==> run_1/sizing.png <==
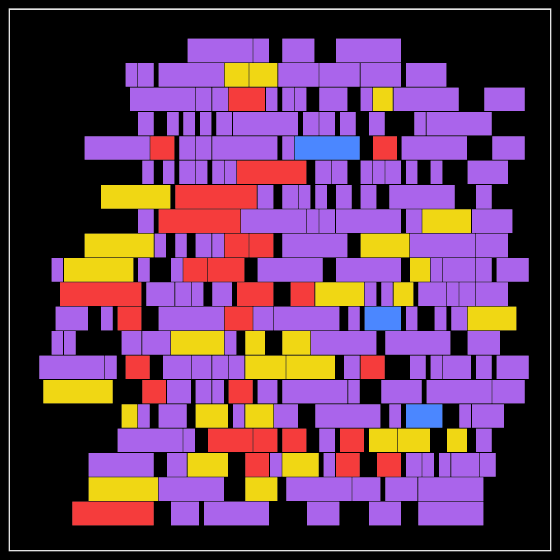
==> run_1/m2.png <==
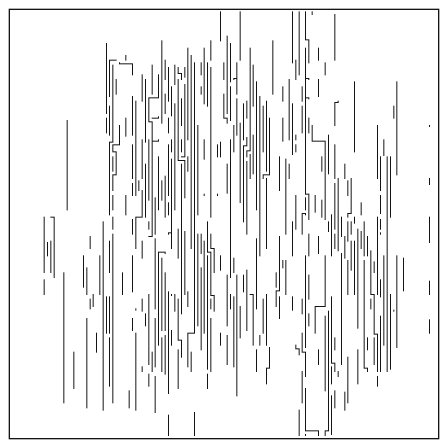
==> run_1/util_map.png <==
Scale bar: 20 um. The die is cut into 6 by 6 equal tiles; dark blue is low, red is high, 0 to 100% covered.
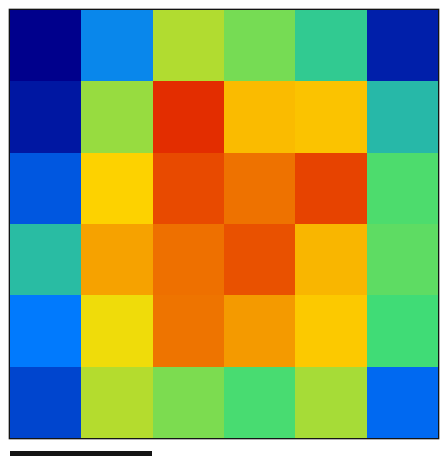
==> config.mk <==
export PLATFORM = sky130hd
export DESIGN_NAME = spi_master
export DESIGN_NICKNAME = d
export VERILOG_FILES = /design/src/rtl/spi_master.sv
export SDC_FILE = /design/constraint.sdc
export NUM_CORES = 1
export LEC_CHECK = 0
export CORE_MARGIN = 2
export CORE_UTILIZATION = 49
export CTS_BUF_LIST = sky130_fd_sc_hd__clkbuf_4
export CTS_CLUSTER_DIAMETER = 120
export DETAILED_ROUTE_END_ITERATION = 16
export PLACE_DENSITY = 0.77
export SYNTH_ARGS = -nofsm -noshare
export SYNTH_HDL_FRONTEND = slang
export SYNTH_SLANG_ARGS = --single-unit
==> constraint.sdc <==
create_clock -name clk -period 1.7 [get_ports clk]
set_clock_uncertainty 0.2 [all_clocks]
set_input_delay 0.255 -clock clk [delete_from_list [all_inputs] [get_ports clk]]
set_output_delay 0.255 -clock clk [all_outputs]
set_load 0.01 [all_outputs]
==> src/rtl/spi_master.sv <==
// SPI mode-0 master: byte valid/ready in, registered sclk/cs_n/mosi out, full-duplex miso capture.
// cs_n stays low across bytes until a byte marked tx_last has been shifted out.
module spi_master #(
    parameter int CLK_DIV = 4
) (
    input  logic       clk,
    input  logic       rst,
    input  logic [7:0] tx_data,
    input  logic       tx_last,
    input  logic       tx_valid,
    output logic       tx_ready,
    output logic [7:0] rx_data,
    output logic       rx_valid,
    output logic       sclk,
    output logic       cs_n,
    output logic       mosi,
    input  logic       miso
);
    localparam int HW = $clog2(CLK_DIV + 1);
    localparam logic [HW-1:0] HMAX = HW'(CLK_DIV - 1);

    typedef enum logic [2:0] {IDLE, LEAD, SHIFT, HOLD, TRAIL, GAP} state_t;

    state_t        state, state_nxt;
    logic [HW-1:0] hcnt, hcnt_nxt;
    logic [2:0]    bit_cnt, bit_cnt_nxt;
    logic [6:0]    tx_shift, tx_shift_nxt;
    logic [6:0]    rx_shift, rx_shift_nxt;
    logic [7:0]    rx_data_nxt;
    logic          tx_last_q, tx_last_nxt;
    logic          tx_ready_nxt, rx_valid_nxt, sclk_nxt, cs_n_nxt, mosi_nxt;

    logic accept, phase_done, fall, byte_done;

    assign accept     = tx_valid && tx_ready;
    assign phase_done = (hcnt == HMAX);
    assign fall       = (state == SHIFT) && phase_done && sclk;
    assign byte_done  = fall && (bit_cnt == 3'd7);

    // NOTE: sequential state uses non-blocking assignments so every register samples pre-edge values.
    always_ff @(posedge clk) begin
        if (rst) begin
            state     <= IDLE;
            hcnt      <= '0;
            bit_cnt   <= '0;
            tx_shift  <= '0;
            rx_shift  <= '0;
            tx_last_q <= 1'b0;
            tx_ready  <= 1'b0;
            rx_valid  <= 1'b0;
            rx_data   <= '0;
            sclk      <= 1'b0;
            cs_n      <= 1'b1;
            mosi      <= 1'b0;
        end else begin
            state     <= state_nxt;
            hcnt      <= hcnt_nxt;
            bit_cnt   <= bit_cnt_nxt;
            tx_shift  <= tx_shift_nxt;
            rx_shift  <= rx_shift_nxt;
            tx_last_q <= tx_last_nxt;
            tx_ready  <= tx_ready_nxt;
            rx_valid  <= rx_valid_nxt;
            rx_data   <= rx_data_nxt;
            sclk      <= sclk_nxt;
            cs_n      <= cs_n_nxt;
            mosi      <= mosi_nxt;
        end
    end

    always_comb begin
        state_nxt = state;
        case (state)
            IDLE:    if (accept) state_nxt = LEAD;
            LEAD:    if (phase_done) state_nxt = SHIFT;
            SHIFT:   if (byte_done) state_nxt = tx_last_q ? TRAIL : HOLD;
            HOLD:    if (accept) state_nxt = LEAD;
            TRAIL:   if (phase_done) state_nxt = GAP;
            GAP:     if (phase_done) state_nxt = IDLE;
            default: state_nxt = IDLE;
        endcase
    end

    // NOTE: every signal gets a default first, so no path through this block can infer a latch.
    always_comb begin
        hcnt_nxt     = '0;
        bit_cnt_nxt  = bit_cnt;
        tx_shift_nxt = tx_shift;
        rx_shift_nxt = rx_shift;
        rx_data_nxt  = rx_data;
        tx_last_nxt  = tx_last_q;
        rx_valid_nxt = 1'b0;
        sclk_nxt     = sclk;
        mosi_nxt     = mosi;
        // Outputs are registered from the next state, so they line up with the state they describe.
        tx_ready_nxt = (state_nxt == IDLE) || (state_nxt == HOLD);
        cs_n_nxt     = (state_nxt == IDLE) || (state_nxt == GAP);

        if ((state inside {LEAD, SHIFT, TRAIL, GAP}) && !phase_done)
            hcnt_nxt = hcnt + HW'(1);

        if (accept) begin
            tx_shift_nxt = tx_data[6:0];
            tx_last_nxt  = tx_last;
            mosi_nxt     = tx_data[7];
        end

        if ((state == LEAD || state == SHIFT) && phase_done)
            sclk_nxt = !sclk;

        // Falling sclk edge: capture miso and present the next mosi bit in the same cycle.
        if (fall) begin
            rx_shift_nxt = {rx_shift[5:0], miso};
            bit_cnt_nxt  = bit_cnt + 3'd1;
            if (byte_done) begin
                rx_data_nxt  = {rx_shift, miso};
                rx_valid_nxt = 1'b1;
            end else begin
                mosi_nxt     = tx_shift[6];
                tx_shift_nxt = {tx_shift[5:0], 1'b0};
            end
        end

        if (state == GAP && phase_done)
            mosi_nxt = 1'b0;
    end

endmodule
==> out/qor.yml, run 1 <==
global_route:
  grt_max_degree: 24
  met3_usage: 0.0714
  grt_busiest_layer: "met2"
  grt_pass1_wl_um: 5420
synth:
  edf_count: 0
  top_cell_area_share: 0.477
  numSynthFlops: 37
  syn_avg_cell_area_um2: 8.39
  yosys.area_share.aoi: 0.142
  xor_share: 0.0282
  common_cells: "nand2_1 (39), dfxtp_1 (37), nand3_1 (21)"
  synthCells: 185
  fp_nets: 202
  yosys_area_mm2: 0.00155
  synth.distinct_cells: 32
  async_reset_ff_frac: 0
setup_path:
  cp_data_arrival_time_ps: 1790
  cpLargestDelayFamily: "AND-OR/OR-AND gates"
  ff2ff_path_depth: 7
  required_ps: 1730
  critPathMaxStageDelay_ps: 350
  crit-reg2reg-launch: "bit_cnt[0]"
  crit_cells: 7
  r2r_end: "cs_n"
  startpoint: "bit_cnt[0]"
power_and_ir_drop:
  power_density_mw_per_mm2: 683
  power_frac_seq: 0.610
  power.internal_mw: 1.11
  p_switching_uw: 365
  p_seq_uw: 900
placed_design:
  gp_congestion: 0.764
  io_buffers: 25
detailed_routing:
  vias_per_cell: 5.32
  top_layer: "met4"
  drc_errors: 0
  wl_met3_um: 154
  drt_iter0_drc: 87
  wl_met2_um: 1840
job:
  maxCapViolations: 0
sta:
  fin_crit_ps: 1760
  relSlewSlack: 0.616
  setup_viol: 6
  worst_slack_ps: -62.6
  finalHoldWorstSlack_ps: 244
  clock.fmax_ghz: 0.567
  fin_crit_sh: 1.04
floorplanning:
  die_y_um: 60.3
  die_w_um: 60.3
run_status:
  status: "complete, but fails checks"
  violations: "negative setup slack"
min_path:
  hold_path.class: "register to register"
cells_and_area:
  top_register: "rx_data"
  lay_top_cells: "nand2_1 (37), dfxtp_1 (32), nand3_1 (20)"
  buffer_area_frac: 0.175
  nClkBuffers: 5
  fillers: 229
  antenna_cells: 0
  layout_top_cell: "nand2_1"
  final-instance-count-excl-fill: 266
clock_network:
  ctsResizeCount: 20
  clock_latency_ps: 340
  cts_setup_buffers: 0
  cts_tree: "done"
-- sizing.png (at the start) --
- x3 and x4: red (cells 27)
- x2: yellow (cells 28)
- x1 and smaller: purple (cells 164)
- x6 and larger: blue (cells 3)
fin area: 0.00216 mm^2
Final WS setup: -62.6 ps
P&R area growth vs syn: 39.2%
Non-Clock Buffer Count: 39

-- m2.png (at the start) --
- longest straight run: 38.1 um
- wire length on this layer: 1840 um
- share of all routed wire: 50%
number of vias after detailed routing: 1414
Total Wirelength: 3650 um
grt met2 use: 0.342

-- util_map.png (at the start) --
- mean over tiles: 58%
- densest ninth of the die: center
- emptiest ninth of the die: north-west
- nearly empty tiles: 2.8%
- tiles over 75% full: 39%
- fullest tile: 95%
floorplan core density: 0.513
Util after Layout: 0.714
core footprint: 0.00303 mm^2

--- run 2 (diff from run 1) ---
Settings changed: CTS_CLUSTER_DIAMETER 120 to 80, RECOVER_POWER set to 25.
==> run_2/m1.png <==
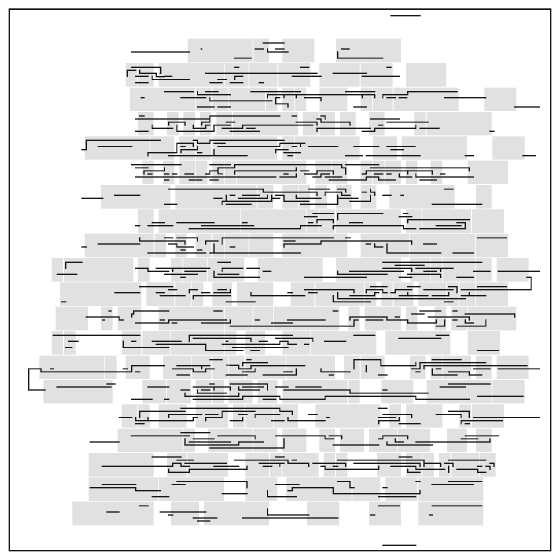
- longest straight run: 15.6 um
- main direction: horizontal
- nets with wire on the layer: 215
- share of all routed wire: 44%
- wire length on this layer: 1590 um

==> run_2/m2.png <==
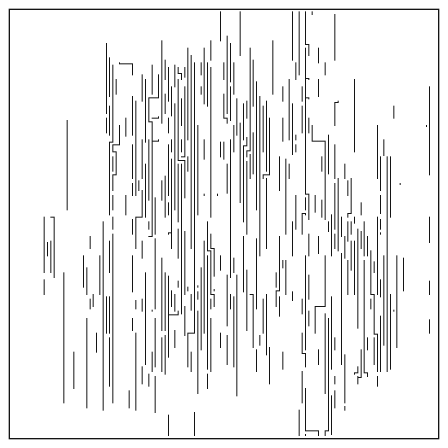
- share of all routed wire: 50%
- nets with wire on the layer: 201
- longest straight run: 38.1 um
- main direction: vertical
- wire length on this layer: 1810 um

==> run_2/util_map.png <==
Scale bar: 20 um. The die is cut into 6 by 6 equal tiles; dark blue is low, red is high, 0 to 100% covered.
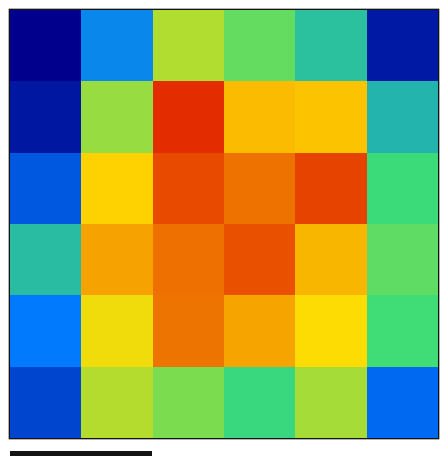
- nearly empty tiles: 2.8%
- fullest tile: 95%
- emptiest ninth of the die: north-west
- tiles over 75% full: 36%

==> run 2 against run 1 <==
Compared with the run above:
- the run still ends with negative setup slack left
- setup slack gained 0.52 ps
- power is essentially flat
- combinational power is essentially flat
- cell count is the same
- clock power is essentially flat
- core utilization shrank 0.54 points
- worst hold slack is essentially flat
- die size is the same
- area after synthesis is the same
- flip-flop count is the same
- critical path depth is the same
- sequential share of layout area grew 0.26 points
- critical path type unchanged
- critical endpoint unchanged
- largest cell class unchanged
- highest routed layer unchanged
==> out/qor.yml, run 2 <==
synth:
  async_reset_ff_frac: 0  # unchanged
  yosys.area_share.aoi: 0.142  # unchanged
  yosys_area_mm2: 0.00155  # unchanged
  numSynthFlops: 37  # unchanged
  common_cells: "nand2_1 (39), dfxtp_1 (37), nand3_1 (21)"  # unchanged
  adder_share: 0.0322  # unchanged
  ys_sh_simple: 0.271  # unchanged
  syn_avg_cell_area_um2: 8.39  # unchanged
  synth.distinct_cells: 32  # unchanged
  synthCells: 185  # unchanged
  edf_count: 0  # unchanged
  top_cell_area_share: 0.477  # unchanged
  xor_share: 0.0282  # unchanged
  fp_nets: 202  # unchanged
power_and_ir_drop:
  p_seq_uw: 900  # about the same
  power_frac_seq: 0.610  # about the same
  power.internal_mw: 1.11  # about the same
  p_switching_uw: 365  # about the same
  power_density_mw_per_mm2: 688  # was 683 mW/mm^2
  sw_frac_of_total: 0.248  # was 0.247
run_status:
  status: "complete, but fails checks"  # unchanged
  violations: "negative setup slack"  # unchanged
cells_and_area:
  layout.non_clock_buffers: 39  # unchanged
  final-instance-count-excl-fill: 266  # unchanged
  inverters: 3  # unchanged
  lay_top_cells: "nand2_1 (37), dfxtp_1 (32), nand3_1 (20)"  # unchanged
  buffer_area_frac: 0.169  # was 0.175
  antenna_cells: 0  # unchanged
  nClkBuffers: 5  # unchanged
  fillers: 236  # was 229
  layout_top_cell: "nand2_1"  # unchanged
  logic_area_um2: 918  # unchanged
  top_register: "rx_data"  # unchanged
  syn_to_final_growth_pct: 38.1  # was 39.2%
  finish.instance_area_mm2: 0.00214  # was 0.00216 mm^2
  final_core_util: 0.708  # was 0.714
sta:
  relSlewSlack: 0.618  # was 0.616
  fin_crit_ps: 1760  # about the same
  setup_viol: 6  # unchanged
  finalHoldWorstSlack_ps: 244  # about the same
  tightestPinTransition_ps: 573  # was 575 ps
  slew_viol_final: 0  # unchanged
  fin_crit_sh: 1.04  # about the same
  clock.fmax_ghz: 0.568  # was 0.567 GHz
  worst_slack_ps: -62.1  # was -62.6 ps
detailed_routing:
  top_layer: "met4"  # unchanged
  wl_met2_um: 1810  # was 1840 um
  wl_met3_um: 173  # was 154 um
  route.vias.total: 1409  # was 1414
  routed_wl_um: 3640  # was 3650 um
  drc_errors: 0  # unchanged
  drt_iter0_drc: 73  # was 87
  vias_per_cell: 5.30  # was 5.32
placed_design:
  gp_congestion: 0.764  # unchanged
  io_buffers: 25  # unchanged
setup_path:
  path_cells: "ha_4, ha_4, nand4_1, o211ai_1, a21oi_2, nor2b_4, a211oi_2"  # unchanged
  required_ps: 1730  # about the same
  critPathMaxStageDelay_ps: 350  # about the same
  cpLargestDelayFamily: "AND-OR/OR-AND gates"  # unchanged
  cp_data_arrival_time_ps: 1790  # about the same
  startpoint: "bit_cnt[0]"  # unchanged
  crit_cells: 7  # unchanged
  end_kind: "register"  # unchanged
  r2r_end: "cs_n"  # unchanged
  crit-reg2reg-launch: "bit_cnt[0]"  # unchanged
  ff2ff_path_depth: 7  # unchanged
clock_network:
  cts_setup_buffers: 0  # unchanged
  cts_tree: "done"  # unchanged
  clock_latency_ps: 340  # about the same
  ctsResizeCount: 20  # unchanged
global_route:
  grt_busiest_layer: "met2"  # unchanged
  gr-total-overflow: 0  # unchanged
  met3_usage: 0.0714  # unchanged
  grt_pass1_wl_um: 5420  # unchanged
  grt_max_degree: 24  # unchanged
  met2_usage: 0.342  # unchanged
min_path:
  hold_path.class: "register to register"  # unchanged
  holdPathStages: 1  # unchanged
floorplanning:
  die_y_um: 60.3  # unchanged
  core_mm2: 0.00303  # unchanged
  fp_util: 0.513  # unchanged
  die_w_um: 60.3  # unchanged
job:
  maxCapViolations: 0  # unchanged
Power figures rest on the tool's default switching activity, not on a simulated workload.
